[src/rtl/sc_pkg.sv]
// Shared types and constants for the stochastic multiplier array.
// Holds the FSM state enum, the WIDTH range and the LFSR tap table.
package sc_pkg;

  localparam int W_MIN = 4;
  localparam int W_MAX = 16;

  typedef enum logic [1:0] {
    IDLE = 2'd0,
    RUN  = 2'd1,
    DONE = 2'd2
  } sc_state_t;

  // Fibonacci taps, bit t-1 set for tap t,
  // feedback shifted into bit 0.
  function automatic logic [15:0] sc_taps(input int w);
    logic [15:0] t;
    t = 16'h0000;
    unique case (w)
      4:  t = 16'h000C;
      5:  t = 16'h0014;
      6:  t = 16'h0030;
      7:  t = 16'h0060;
      8:  t = 16'h00B8;
      9:  t = 16'h0110;
      10: t = 16'h0240;
      11: t = 16'h0500;
      12: t = 16'h0829;
      13: t = 16'h100D;
      14: t = 16'h2015;
      15: t = 16'h6000;
      16: t = 16'hD008;
      default: t = 16'h0000;
    endcase
    return t;
  endfunction

endpackage

[src/rtl/sc_mult_array_if.sv]
// Operand/result handshake bundle for sc_mult_array.
// master drives operands + out_ready; slave returns ready/results/busy.
interface sc_mult_array_if #(
  parameter int WIDTH    = 8,
  parameter int CHANNELS = 2
);
  logic                      in_valid;
  logic                      in_ready;
  logic [CHANNELS*WIDTH-1:0] op_a;
  logic [CHANNELS*WIDTH-1:0] op_b;
  logic                      bipolar;
  logic                      out_valid;
  logic                      out_ready;
  logic [CHANNELS*WIDTH-1:0] result;
  logic                      busy;

  modport master (
    output in_valid, op_a, op_b, bipolar, out_ready,
    input  in_ready, out_valid, result, busy
  );

  modport slave (
    input  in_valid, op_a, op_b, bipolar, out_ready,
    output in_ready, out_valid, result, busy
  );
endinterface

[src/rtl/sc_lfsr.sv]
// Maximal-length Fibonacci LFSR shared by all lanes.
// Ports: clk, rst_n, load (reload SEED), step (advance), state.
module sc_lfsr
  import sc_pkg::*;
#(
  parameter int               WIDTH = 8,
  parameter logic [WIDTH-1:0] SEED  = 1
) (
  input  logic             clk,
  input  logic             rst_n,
  input  logic             load,
  input  logic             step,
  output logic [WIDTH-1:0] state
);

  localparam logic [WIDTH-1:0] TAPS = WIDTH'(sc_taps(WIDTH));

  logic fb;
  assign fb = ^(state & TAPS);

  always_ff @(posedge clk or negedge rst_n) begin
    if (!rst_n) begin
      state <= SEED;
    end else if (load) begin
      state <= SEED;
    end else if (step) begin
      state <= {state[WIDTH-2:0], fb};
    end
  end

endmodule

[src/rtl/sc_mult_array.sv]
// CHANNELS-lane stochastic multiplier; counts product ones over 2^WIDTH-1 cycles.
// Ports: clk, rst_n, ena, bus (slave). Macro SC_BIPOLAR_EN enables XNOR mode.
module sc_mult_array
  import sc_pkg::*;
#(
  parameter int               WIDTH    = 8,
  parameter int               CHANNELS = 2,
  parameter logic [WIDTH-1:0] SEED     = 1
) (
  input  logic           clk,
  input  logic           rst_n,
  input  logic           ena,
  sc_mult_array_if.slave bus
);

  localparam logic [WIDTH-1:0] LAST = {WIDTH{1'b1}} - WIDTH'(1);

  sc_state_t        state;
  logic [WIDTH-1:0] cyc;
  logic [WIDTH-1:0] lfsr;
  logic [WIDTH-1:0] lfsr_rev;
  logic             in_ready_q;
  logic             out_valid_q;
  logic             busy_q;
  logic             accept;
  logic             sample;
  logic             last;

  assign accept = ena & bus.in_valid & (state == IDLE);
  assign sample = ena & (state == RUN);
  assign last   = sample & (cyc == LAST);

  assign bus.in_ready  = in_ready_q;
  assign bus.out_valid = out_valid_q;
  assign bus.busy      = busy_q;

  always_comb begin
    lfsr_rev = '0;
    for (int k = 0; k < WIDTH; k++) begin
      lfsr_rev[k] = lfsr[WIDTH-1-k];
    end
  end

  sc_lfsr #(
    .WIDTH (WIDTH),
    .SEED  (SEED)
  ) u_lfsr (
    .clk   (clk),
    .rst_n (rst_n),
    .load  (accept),
    .step  (sample),
    .state (lfsr)
  );

  always_ff @(posedge clk or negedge rst_n) begin
    if (!rst_n) begin
      state       <= IDLE;
      cyc         <= '0;
      in_ready_q  <= 1'b1;
      out_valid_q <= 1'b0;
      busy_q      <= 1'b0;
    end else begin
      unique case (state)
        IDLE: begin
          if (accept) begin
            state      <= RUN;
            cyc        <= '0;
            in_ready_q <= 1'b0;
            busy_q     <= 1'b1;
          end
        end
        RUN: begin
          if (ena) begin
            cyc <= cyc + WIDTH'(1);
            if (cyc == LAST) begin
              state       <= DONE;
              busy_q      <= 1'b0;
              out_valid_q <= 1'b1;
            end
          end
        end
        DONE: begin
          if (ena && bus.out_ready) begin
            state       <= IDLE;
            out_valid_q <= 1'b0;
            in_ready_q  <= 1'b1;
          end
        end
        default: begin
          state       <= IDLE;
          in_ready_q  <= 1'b1;
          out_valid_q <= 1'b0;
          busy_q      <= 1'b0;
        end
      endcase
    end
  end

`ifdef SC_BIPOLAR_EN
  logic bip_q;

  always_ff @(posedge clk or negedge rst_n) begin
    if (!rst_n) begin
      bip_q <= 1'b0;
    end else if (accept) begin
      bip_q <= bus.bipolar;
    end
  end
`else
  logic unused_bipolar;
  assign unused_bipolar = bus.bipolar;
`endif

  for (genvar i = 0; i < CHANNELS; i++) begin : g_lane
    logic [WIDTH-1:0] a_q;
    logic [WIDTH-1:0] b_q;
    logic [WIDTH-1:0] cnt;
    logic [WIDTH-1:0] res_q;
    logic             sa;
    logic             sb;
    logic             prod;

    // Bit-reversed state decorrelates the B stream from A.
    assign sa = (lfsr <= a_q);
    assign sb = (lfsr_rev <= b_q);
`ifdef SC_BIPOLAR_EN
    assign prod = bip_q ? ~(sa ^ sb) : (sa & sb);
`else
    assign prod = sa & sb;
`endif

    always_ff @(posedge clk or negedge rst_n) begin
      if (!rst_n) begin
        a_q   <= '0;
        b_q   <= '0;
        cnt   <= '0;
        res_q <= '0;
      end else if (accept) begin
        a_q <= bus.op_a[i*WIDTH +: WIDTH];
        b_q <= bus.op_b[i*WIDTH +: WIDTH];
        cnt <= '0;
      end else if (sample) begin
        cnt <= cnt + WIDTH'(prod);
        if (last) begin
          res_q <= cnt + WIDTH'(prod);
        end
      end
    end

    assign bus.result[i*WIDTH +: WIDTH] = res_q;
  end

endmodule

[src/flat_wrapper.sv]
// flat-port wrapper written by rule: the top's interface ports become plain ports
module sc_mult_array_flat import sc_pkg::*;
#(
  parameter int               WIDTH    = 8,
  parameter int               CHANNELS = 2,
  parameter logic [WIDTH-1:0] SEED     = 1
)
  (clk, rst_n, ena, bus_in_valid, bus_op_a, bus_op_b, bus_bipolar, bus_out_ready, bus_in_ready, bus_out_valid, bus_result, bus_busy);
  sc_mult_array_if #(.WIDTH(WIDTH), .CHANNELS(CHANNELS)) bus_i ();
  input  logic clk;
  input  logic rst_n;
  input  logic ena;
  input wire logic [$bits(bus_i.in_valid)-1:0] bus_in_valid;
  input wire logic [$bits(bus_i.op_a)-1:0] bus_op_a;
  input wire logic [$bits(bus_i.op_b)-1:0] bus_op_b;
  input wire logic [$bits(bus_i.bipolar)-1:0] bus_bipolar;
  input wire logic [$bits(bus_i.out_ready)-1:0] bus_out_ready;
  output wire logic [$bits(bus_i.in_ready)-1:0] bus_in_ready;
  output wire logic [$bits(bus_i.out_valid)-1:0] bus_out_valid;
  output wire logic [$bits(bus_i.result)-1:0] bus_result;
  output wire logic [$bits(bus_i.busy)-1:0] bus_busy;
  assign bus_i.in_valid = bus_in_valid;
  assign bus_i.op_a = bus_op_a;
  assign bus_i.op_b = bus_op_b;
  assign bus_i.bipolar = bus_bipolar;
  assign bus_i.out_ready = bus_out_ready;
  assign bus_in_ready = bus_i.in_ready;
  assign bus_out_valid = bus_i.out_valid;
  assign bus_result = bus_i.result;
  assign bus_busy = bus_i.busy;
  sc_mult_array #(.WIDTH(WIDTH), .CHANNELS(CHANNELS), .SEED(SEED)) u_core (.clk(clk), .rst_n(rst_n), .ena(ena), .bus(bus_i));
endmodule
[config.mk]
export PLATFORM = sky130hd
export DESIGN_NAME = sc_mult_array_flat
export DESIGN_NICKNAME = d
export VERILOG_FILES = /design/src/rtl/sc_pkg.sv /design/src/rtl/sc_mult_array_if.sv /design/src/rtl/sc_lfsr.sv /design/src/rtl/sc_mult_array.sv /design/src/flat_wrapper.sv
export SDC_FILE = /design/constraint.sdc
export NUM_CORES = 1
export LEC_CHECK = 0
export CORE_ASPECT_RATIO = 1.2
export CORE_UTILIZATION = 45
export CTS_CLUSTER_SIZE = 25
export DETAILED_ROUTE_END_ITERATION = 10
export HOLD_SLACK_MARGIN = 0.15
export PLACE_DENSITY = 0.72
export SYNTH_ARGS = -nofsm -noshare
export SYNTH_HDL_FRONTEND = slang
export SYNTH_SLANG_ARGS = --single-unit
[constraint.sdc]
create_clock -name clk -period 2.8 [get_ports clk]
set_input_delay 0.42 -clock clk [delete_from_list [all_inputs] [get_ports clk]]
set_output_delay 0.42 -clock clk [all_outputs]
set_load 0.01 [all_outputs]
Fig. 1: run 1, congestion heat map
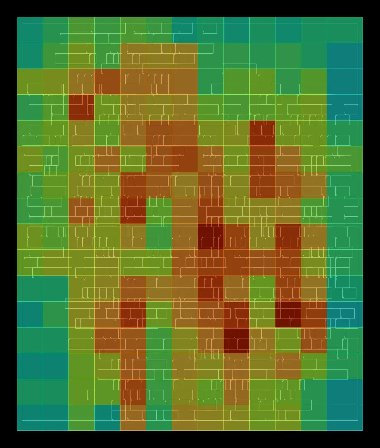
global routing's busiest layer: met2
Post-Route Utilization: 59.12%
M2 GR Usage: 36.44%
GR Util All Layers: 20.62%
met3 GRT Util: 4.614%

Fig. 2: run 1, layout detail
Window x 11 to 36, y 70 to 95 µm. Cells in gray, sequential cells in the stronger gray; small squares are vias.
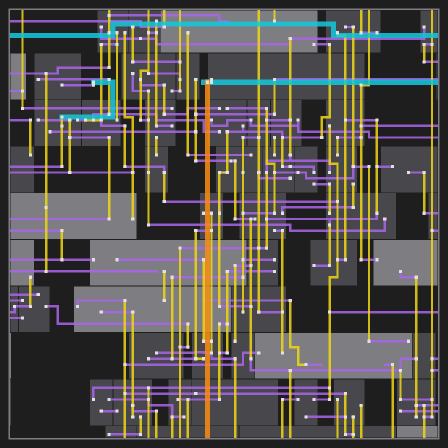
met1 -> purple
met2 -> yellow
met4 -> orange
met3 -> cyan
most frequent = o21ai_1 (9), nand2_1 (7), dfrtp_1 (5)
sequential cells in the window = 5
netlist names of flops here include = `u_core.g_lane.cnt` (5)
cells with their middle in the window = 44

Fig. 3: run 1, cells by drive strength
Drawn at 3 px/µm.
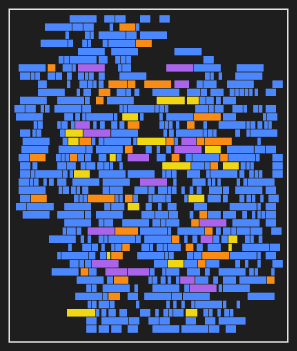
drive 1 or less -> blue  # cells 455, most used dfrtp_1
drive 6 and up -> purple  # cells 17, most used clkbuf_16
drive 3 to 4 -> orange  # cells 38, most used buf_4
drive 2 -> yellow  # cells 19, most used a2111oi_2
Final Cell Area: 5625 µm²
Signal buffers: 76
post-layout worst setup margin: 0.09970 ns

==> flow_summary.toml, run 1 <==
# implementation run metrics
[critical_path]
crit_family = "simple AND/OR/NAND/NOR gates"
cp-end-kind = "register"
crit_path_end = "u_core.g_lane[1].cnt[7]"
cp_max_fo = 3
cp.required_ns = 2.98
startpoint = "u_core.u_lfsr.state[1]"

[die]
die_h_um = 110.4
die_area_um2 = 10200
fp_util_pct = 46.32
rows = 39
tapCellCount = 123

[sta]
hold_violations = 0
slew_violations = 0
max_freq_mhz = 370.3
finalSetupTns_ns = 0
fin_crit_sh_pct = 96.44

[global_routing]
overflow = 0
first_global_vias = 3615
antenna_found_initial = 0
grt_max_degree = 86
gr-usage-met1_pct = 24.44

[clock_tree]
cts_root_buf = "clkbuf_16"
clk_pin_slew_worst_paths_ns = 0.06
h-tree-depth = 3
postCtsHoldBufs = 0

[synthesis]
ys_types = 40
ff_type = "dfrtp_1"
numSynthFlops = 85
synth-warning-count = 0
synthTopCellsByCount = "83 x dfrtp_1, 68 x nand2_1, 44 x o21ai_0, 38 x ha_1, 33 x inv_1"
synth-edff-count = 0

[routing]
route.detailed.drc = 0
vias = 3469
routed.top_layer = "met4"
routed_wl_um = 9846

[place]
dp_slack_ns = -0.1693
gp_congestion = 0.8541
port_buffers = 55

[worst_hold_path]
worst_hold_path_type = "input pin to asynchronous set/reset pin"

[power_and_ir_drop]
p_comb_uw = 954
top_power_group = "sequential cells"
p_sw_share_pct = 30.54
p_int_uw = 2558
total_leakage_power_uw = 0.002532
switchingPower_uw = 1124

[status]
status = "finished, final reports clean"

[finish]
comb-cell-share_pct = 38.72
clk_share_pct = 5.316
ff_count = 85
seq_area_um2 = 2132
non_clock_inverter_count = 34
comb_cells = 318
final_cell_mix = "81 x dfrtp_1, 68 x nand2_1, 54 x clkdlybuf4s50_1"
instances_no_fill = 652
fin_nets = 600
largest_cell_class = "multi-input combinational cells"
num-clock-buffers = 14
==> inputs of run 2 (changes only) <==
==> constraint.sdc (replaced) <==
create_clock -name clk -period 3.4 [get_ports clk]
set_input_delay 0.51 -clock clk [delete_from_list [all_inputs] [get_ports clk]]
set_output_delay 0.51 -clock clk [all_outputs]
set_load 0.01 [all_outputs]
Fig. 4: run 2, cells colored by class
Drawn at 3 px/µm.
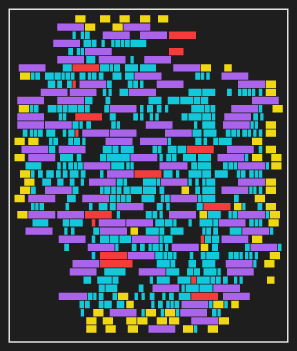
flip-flops -> purple  # cells 85, share of their area 41%
other buffers and delay cells -> yellow  # cells 63, share of their area 12%
clock drivers and dummy loads -> red  # cells 16, share of their area 5.6%
all other logic -> cyan  # cells 352, share of their area 42%

==> flow_summary.toml, run 2 <==
# implementation run metrics
[place]
port_buffers = 55
dp.cells = 623
dp_slack_ns = 0.2901
gp_congestion = 0.8084

[global_routing]
grtUsageTotal_pct = 19.76
top_usage_layer = "met2"
overflow = 0
first_global_vias = 3471
antenna_found_initial = 0
gr-usage-met1_pct = 24.23
grt.met2_usage_pct = 32.99
gr-usage-met3_pct = 3.857
grt_max_degree = 86

[power_and_ir_drop]
p_int_uw = 2011
p_sw_share_pct = 29.73
p_comb_uw = 619
p_total_uw = 2862
top_power_group = "sequential cells"
switchingPower_uw = 850.8
total_leakage_power_uw = 0.002464

[critical_path]
path_buffers = 1
cp_max_fo = 5
crit_family = "AND-OR/OR-AND gates"
critPathKind = "register to register"
cp.required_ns = 3.58
crit_path_end = "u_core.g_lane[0].cnt[4]"
crit_arrival_ns = 3.29
startpoint = "u_core.u_lfsr.state[6]"
rr_endpoint = "u_core.g_lane[0].cnt[4]"
cp-end-kind = "register"

[finish]
instances_no_fill = 639
comb-cell-share_pct = 38.17
comb_cells = 318
final_cell_mix = "83 x dfrtp_1, 68 x nand2_1, 54 x clkdlybuf4s50_1"
seq_area_um2 = 2130
clk_share_pct = 5.402
final_core_util_pct = 56.23
num-clock-buffers = 14
insertedDiodeCount = 0
non_clock_inverter_count = 34
largest_cell_class = "flip-flops and latches"
ff_count = 85
fin_nets = 587
drive_gt1_share_pct = 7.171

[sta]
fin_crit_sh_pct = 91.25
max_freq_mhz = 322.3
worst_pin_slew_ns = 1.071
finalSetupTns_ns = 0
slew_violations = 0
hold_violations = 0
finalWorstPathRequiredPeriod_ns = 3.103
setup_viol = 0

[routing]
vias = 3449
routed_wl_um = 9365
routed.top_layer = "met4"
route.detailed.drc = 0
antenna_left = 0
initialDrtViolationCount = 162

[flow_run]
warnings = 28

[synthesis]
ff_type = "dfrtp_1"
ys_types = 40
numSynthFlops = 85
synthTopCellsByCount = "83 x dfrtp_1, 68 x nand2_1, 44 x o21ai_0, 38 x ha_1, 33 x inv_1"
synthSimpleGateAreaFrac_pct = 15.07
synth-edff-count = 0
logic_family = "simple AND/OR/NAND/NOR gates"
yosys.area_share.aoi_pct = 14.14
synth-warning-count = 0

[clock_tree]
cts.sinks = 85
cts_setup_buffers = 0
cts_root_buf = "clkbuf_16"
h-tree-depth = 3
clock.latency.late_pin_ns = 0.34
clk_pin_slew_worst_paths_ns = 0.06
postCtsHoldBufs = 0

[die]
rows = 39
core_um2 = 9515
die_area_um2 = 10200
die_h_um = 110.4
tapCellCount = 123
fp_util_pct = 46.32

[status]
status = "finished, final reports clean"

[worst_hold_path]
worst_hold_path_type = "input pin to asynchronous set/reset pin"
Fig. 5: run 2, cells by drive strength
Drawn at 3 px/µm.
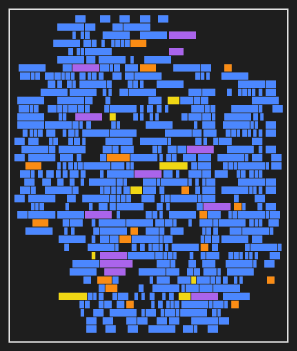
drive 2 -> yellow  # cells 8, most used mux2_2
drive 6 and up -> purple  # cells 12, most used clkbuf_16
drive 3 to 4 -> orange  # cells 17, most used buf_4
drive 1 or less -> blue  # cells 479, most used dfrtp_1
Signal buffers: 63
post-layout worst setup margin: 0.2974 ns
P&R area growth vs syn: 21.37%
Final Cell Area: 5350 µm²

